==> images/clk_routes.png <==
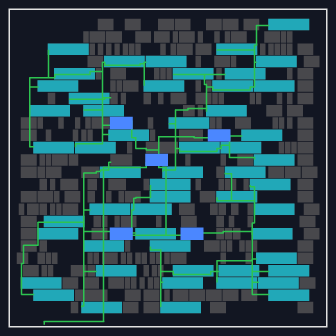
==> images/layer_met3.png <==
Cells faint in the background.
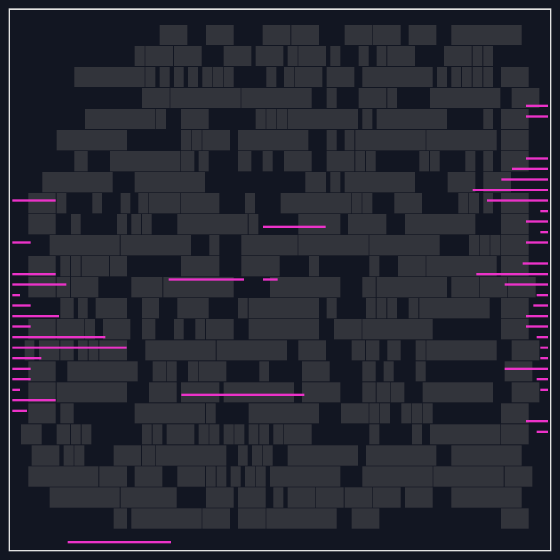
===== src/rtl/regfile_pkg.sv =====
// Shared definitions for the register-file access controller: default geometry
// and the controller state encoding.
package regfile_pkg;

  localparam int DEF_NREG   = 8;
  localparam int DEF_WIDTH  = 8;
  localparam int DEF_ADDR_W = 3;

  typedef enum logic [1:0] {
    ST_IDLE  = 2'd0,
    ST_WRITE = 2'd1,
    ST_READ  = 2'd2,
    ST_RESP  = 2'd3
  } state_t;

endpackage


===== src/rtl/regfile_addr_decode.sv =====
// Address to one-hot enable decoder for the cell array. The enable vector is
// all zero when disabled or when the address falls outside the populated range.
module regfile_addr_decode #(
  parameter int NREG   = 8,
  parameter int ADDR_W = 3
) (
  input  logic [ADDR_W-1:0] i_addr,
  input  logic              i_en,
  output logic [NREG-1:0]   o_onehot,
  output logic              o_in_range
);

  // One extra bit so NREG == 2**ADDR_W still compares correctly
  assign o_in_range = ({1'b0, i_addr} < (ADDR_W+1)'(NREG));

  always_comb begin
    o_onehot = '0;
    for (int i = 0; i < NREG; i++) begin
      if (i_en && (i_addr == ADDR_W'(i))) begin
        o_onehot[i] = 1'b1;
      end
    end
  end

endmodule


===== src/rtl/regfile_access_ctrl.sv =====
// Initiator for the register-file cell control bus: turns valid/ready read and
// write requests into registered one-hot cell enables and returns read data.
module regfile_access_ctrl
  import regfile_pkg::*;
#(
  parameter int NREG   = DEF_NREG,
  parameter int WIDTH  = DEF_WIDTH,
  parameter int ADDR_W = DEF_ADDR_W
) (
  input  logic              clk,
  input  logic              rst_n,
  input  logic              req_valid,
  output logic              req_ready,
  input  logic              req_write,
  input  logic [ADDR_W-1:0] req_addr_a,
  input  logic [ADDR_W-1:0] req_addr_b,
  input  logic [WIDTH-1:0]  req_wdata,
  output logic              rsp_valid,
  input  logic              rsp_ready,
  output logic [WIDTH-1:0]  rsp_data_a,
  output logic [WIDTH-1:0]  rsp_data_b,
  output logic              rsp_err,
  output logic              err_sticky,
  output logic [NREG-1:0]   we,
  output logic [WIDTH-1:0]  wbus,
  output logic [NREG-1:0]   re_a,
  output logic [NREG-1:0]   re_b,
  input  logic [WIDTH-1:0]  rbus_a,
  input  logic [WIDTH-1:0]  rbus_b
);

  state_t            r_state;
  state_t            w_next_state;
  logic              r_req_ready;
  logic              r_rsp_valid;
  logic [NREG-1:0]   r_we;
  logic [NREG-1:0]   r_re_a;
  logic [NREG-1:0]   r_re_b;
  logic [WIDTH-1:0]  r_wbus;
  logic [WIDTH-1:0]  r_rsp_data_a;
  logic [WIDTH-1:0]  r_rsp_data_b;
  logic              r_rsp_err;
  logic              r_err_sticky;
  logic              r_ok_a;
  logic              r_ok_b;

  logic              w_hs;
  logic [NREG-1:0]   w_we_dec;
  logic [NREG-1:0]   w_re_a_dec;
  logic [NREG-1:0]   w_re_b_dec;
  logic              w_wr_in_range;
  logic              w_rd_in_range_a;
  logic              w_rd_in_range_b;
  logic              w_req_err;
  logic              w_req_ready_nxt;
  logic              w_rsp_valid_nxt;

  assign w_hs = req_valid & r_req_ready;

  // Enables are decoded straight from the request and registered at the
  // handshake edge, so they are high for exactly the WRITE/READ cycle.
  regfile_addr_decode #(.NREG(NREG), .ADDR_W(ADDR_W)) u_dec_we (
    .i_addr     (req_addr_a),
    .i_en       (w_hs & req_write),
    .o_onehot   (w_we_dec),
    .o_in_range (w_wr_in_range)
  );

  regfile_addr_decode #(.NREG(NREG), .ADDR_W(ADDR_W)) u_dec_re_a (
    .i_addr     (req_addr_a),
    .i_en       (w_hs & ~req_write),
    .o_onehot   (w_re_a_dec),
    .o_in_range (w_rd_in_range_a)
  );

  regfile_addr_decode #(.NREG(NREG), .ADDR_W(ADDR_W)) u_dec_re_b (
    .i_addr     (req_addr_b),
    .i_en       (w_hs & ~req_write),
    .o_onehot   (w_re_b_dec),
    .o_in_range (w_rd_in_range_b)
  );

  always_ff @(posedge clk or negedge rst_n) begin
    if (!rst_n) begin
      r_state <= ST_IDLE;
    end else begin
      r_state <= w_next_state;
    end
  end

  always_comb begin
    w_next_state = r_state;
    case (r_state)
      ST_IDLE: begin
        if (w_hs) begin
          w_next_state = req_write ? ST_WRITE : ST_READ;
        end
      end
      ST_WRITE: w_next_state = ST_IDLE;
      ST_READ:  w_next_state = ST_RESP;
      ST_RESP: begin
        if (rsp_ready) begin
          w_next_state = ST_IDLE;
        end
      end
      default:  w_next_state = ST_IDLE;
    endcase
  end

  // Handshake flags are registered from the next state so they stay low in reset
  always_comb begin
    w_req_ready_nxt = (w_next_state == ST_IDLE);
    w_rsp_valid_nxt = (w_next_state == ST_RESP);
    w_req_err       = req_write ? ~w_wr_in_range
                                : ~(w_rd_in_range_a & w_rd_in_range_b);
  end

  always_ff @(posedge clk or negedge rst_n) begin
    if (!rst_n) begin
      r_req_ready  <= 1'b0;
      r_rsp_valid  <= 1'b0;
      r_we         <= '0;
      r_re_a       <= '0;
      r_re_b       <= '0;
      r_wbus       <= '0;
      r_rsp_data_a <= '0;
      r_rsp_data_b <= '0;
      r_rsp_err    <= 1'b0;
      r_err_sticky <= 1'b0;
      r_ok_a       <= 1'b0;
      r_ok_b       <= 1'b0;
    end else begin
      r_req_ready <= w_req_ready_nxt;
      r_rsp_valid <= w_rsp_valid_nxt;
      r_we        <= w_we_dec;
      r_re_a      <= w_re_a_dec;
      r_re_b      <= w_re_b_dec;
      if (w_hs && req_write) begin
        r_wbus <= req_wdata;
      end
      if (w_hs && !req_write) begin
        r_ok_a <= w_rd_in_range_a;
        r_ok_b <= w_rd_in_range_b;
      end
      if (w_hs && w_req_err) begin
        r_err_sticky <= 1'b1;
      end
      // An unselected port's bus is floating, so it is never sampled
      if (r_state == ST_READ) begin
        r_rsp_data_a <= r_ok_a ? rbus_a : '0;
        r_rsp_data_b <= r_ok_b ? rbus_b : '0;
        r_rsp_err    <= ~(r_ok_a & r_ok_b);
      end
    end
  end

  assign req_ready  = r_req_ready;
  assign rsp_valid  = r_rsp_valid;
  assign rsp_data_a = r_rsp_data_a;
  assign rsp_data_b = r_rsp_data_b;
  assign rsp_err    = r_rsp_err;
  assign err_sticky = r_err_sticky;
  assign we         = r_we;
  assign wbus       = r_wbus;
  assign re_a       = r_re_a;
  assign re_b       = r_re_b;

endmodule


===== config.mk =====
export PLATFORM = sky130hd
export DESIGN_NAME = regfile_access_ctrl
export DESIGN_NICKNAME = d
export VERILOG_FILES = /design/src/rtl/regfile_pkg.sv /design/src/rtl/regfile_addr_decode.sv /design/src/rtl/regfile_access_ctrl.sv
export SDC_FILE = /design/constraint.sdc
export NUM_CORES = 1
export LEC_CHECK = 0
export ABC_AREA = 1
export CAP_MARGIN = 20
export CORE_MARGIN = 1
export CORE_UTILIZATION = 43
export DETAILED_ROUTE_END_ITERATION = 16
export GPL_TIMING_DRIVEN = 0
export PLACE_DENSITY = 0.79
export SYNTH_ARGS = -nofsm -noshare
export SYNTH_HDL_FRONTEND = slang
export SYNTH_SLANG_ARGS = --single-unit
export TNS_END_PERCENT = 100

===== constraint.sdc =====
create_clock -name clk -period 2.8 [get_ports clk]
set_input_delay 0.28 -clock clk [delete_from_list [all_inputs] [get_ports clk]]
set_output_delay 0.28 -clock clk [all_outputs]
set_load 0.02 [all_outputs]

==> notes.md <==
yosys + openroad results -> Initial Util=45.2%, Post-synth EDFFs=0, Overall Power=2.66 mW, DRC violations left=0, leakage power=1.46 nW, Post-synth ARST share=100%, CP Max Fanout=2, CP cell instances=clkdlybuf4s50_1, share of layout cells above drive strength 1=7.59%, placed insts=333, critical path arrival=1.28 ns, status=finished clean, Vias=1562, Syn Nets=231, Startpoint Class=flip-flop, synth cell count leaders=nand2_1 (76), dfrtp_1 (54), nor2_1 (26), RSZ-0062 raised after global routing=false, Synth cell types=16, drt pass-1 iters=4, Fin. Hold Viols=0, clock sinks=54, DRT antenna net count=0, width of the die=69.9 um, reg2reg setup slack=1.70 ns, Synth Register Bits=54, total CTS buffers=5, kind of cell adding the most delay to the critical path=buffers and inverters, Tmin final=1.56 ns, most common cell in the netlist=nand2_1, CP bufs+invs=1, GP Congestion=0.769, worst vdd ir=575 uV, Area Overhead vs Synth=51.6%, dominant logic cell types in the final layout=clkdlybuf4s50_1 (83), nand2_1 (76), dfrtp_1 (54), nor2_1 (26), nand3_1 (16), drt wl/cell=11.7 um, first-pass GRT wire length=6710 um, via-per-instance ratio=4.57, Post-CTS Setup Bufs=0, DIE AREA=0.00488 mm^2, cell taking the most area after synthesis=dfrtp_1, Die Height=69.9 um, Final Util=68.5%, Finished Layout Cells=342, area of the mapped netlist=0.00198 mm^2, CP max stage cell=clkdlybuf4s50_1, pre-CTS setup slack=1.37 ns, pin count of the biggest net entering global routing=37, CORE AREA=0.00438 mm^2, Clock transition at path regs=0.08 ns, CP peak stage delay=0.62 ns
## Picture notes: clk_routes.png
[blue] clock drivers | count: 5
[green] clock wires | length: 550 um
[cyan] flip-flops | count: 54
flops lie	widely spread
Power Clock: 0.428 mW
clk latency late pin: 0.29 ns
Clock power frac: 16.1%
Setup Skew: 0.00435 ns

## Picture notes: layer_met3.png
main direction	horizontal
longest straight run	15.6 um
share of all routed wire	5.0%

flip-flops by register name, summed over array words and instances, names as in the netlist, 2 cells and up:
signal	flops
r_state	2
re_a	8
re_b	8
rsp_data_a	8
rsp_data_b	8
wbus	8
we	8
cell type report:
class | instances | area [um^2]
fillers | 371 | 1380
flip-flops and latches | 54 | 1350
repair buffers | 86 | 866
multi-input cells | 126 | 537
clock buffers | 7 | 86.3
well taps | 52 | 65.1
plain buffers | 5 | 48.8
inverters | 11 | 43.8
clock inverters | 1 | 5.00
timing repair:
| item | CTS | global route |
|---|---|---|
| endpoints found under the setup margin | 0 | 0 |
| hold buffers | 1 | 0 |
| resized | 0 | 0 |
| endpoints found under the hold margin | 18 | 0 |
metal layers:
layer	track usage, %	vias up	wire, um
met5	0	-	0
met4	6.00	0	48
met3	4.91	4	198
met2	29.4	49	2050
met1	21.4	730	1710
li1	-	779	-
worst paths after layout:
kind,startpoint,to,depth (start not counted)
max in group asynchronous,rst_n,re_a[2],3
min reg2reg,r_ok_a,rsp_err,1
min,req_write,wbus[5],3
min in group asynchronous,rst_n,wbus[4],2
max,req_ready,req_ready,1
max reg2reg,r_state[0],rsp_data_a[6],6
cells by family after synthesis:
| kind of cell | synth area share (%) |
|---|---|
| buf+inv | 4.67 |
| compound gates | 0.505 |
| simple gates | 26.4 |
| other cells | 0.189 |
| flops | 68.2 |
per-stage QoR:
step	cell area (um^2)	setup TNS, ns
6_report	3000	0
5_1_grt	3000	0
4_1_cts	3000	0
3_5_place_dp	2900	0
3_3_place_gp	2890	-4.12
2_1_floorplan	1980	0
power by group:
group	internal (mW)	leakage, nW	total, mW	switching (mW)
logic	0.519	0.711	1.13	0.609
registers	0.989	0.701	1.10	0.113
clock network	0.200	0.0482	0.428	0.228
total	1.71	1.46	2.66	0.950
Power and IR drop assume default switching activity.
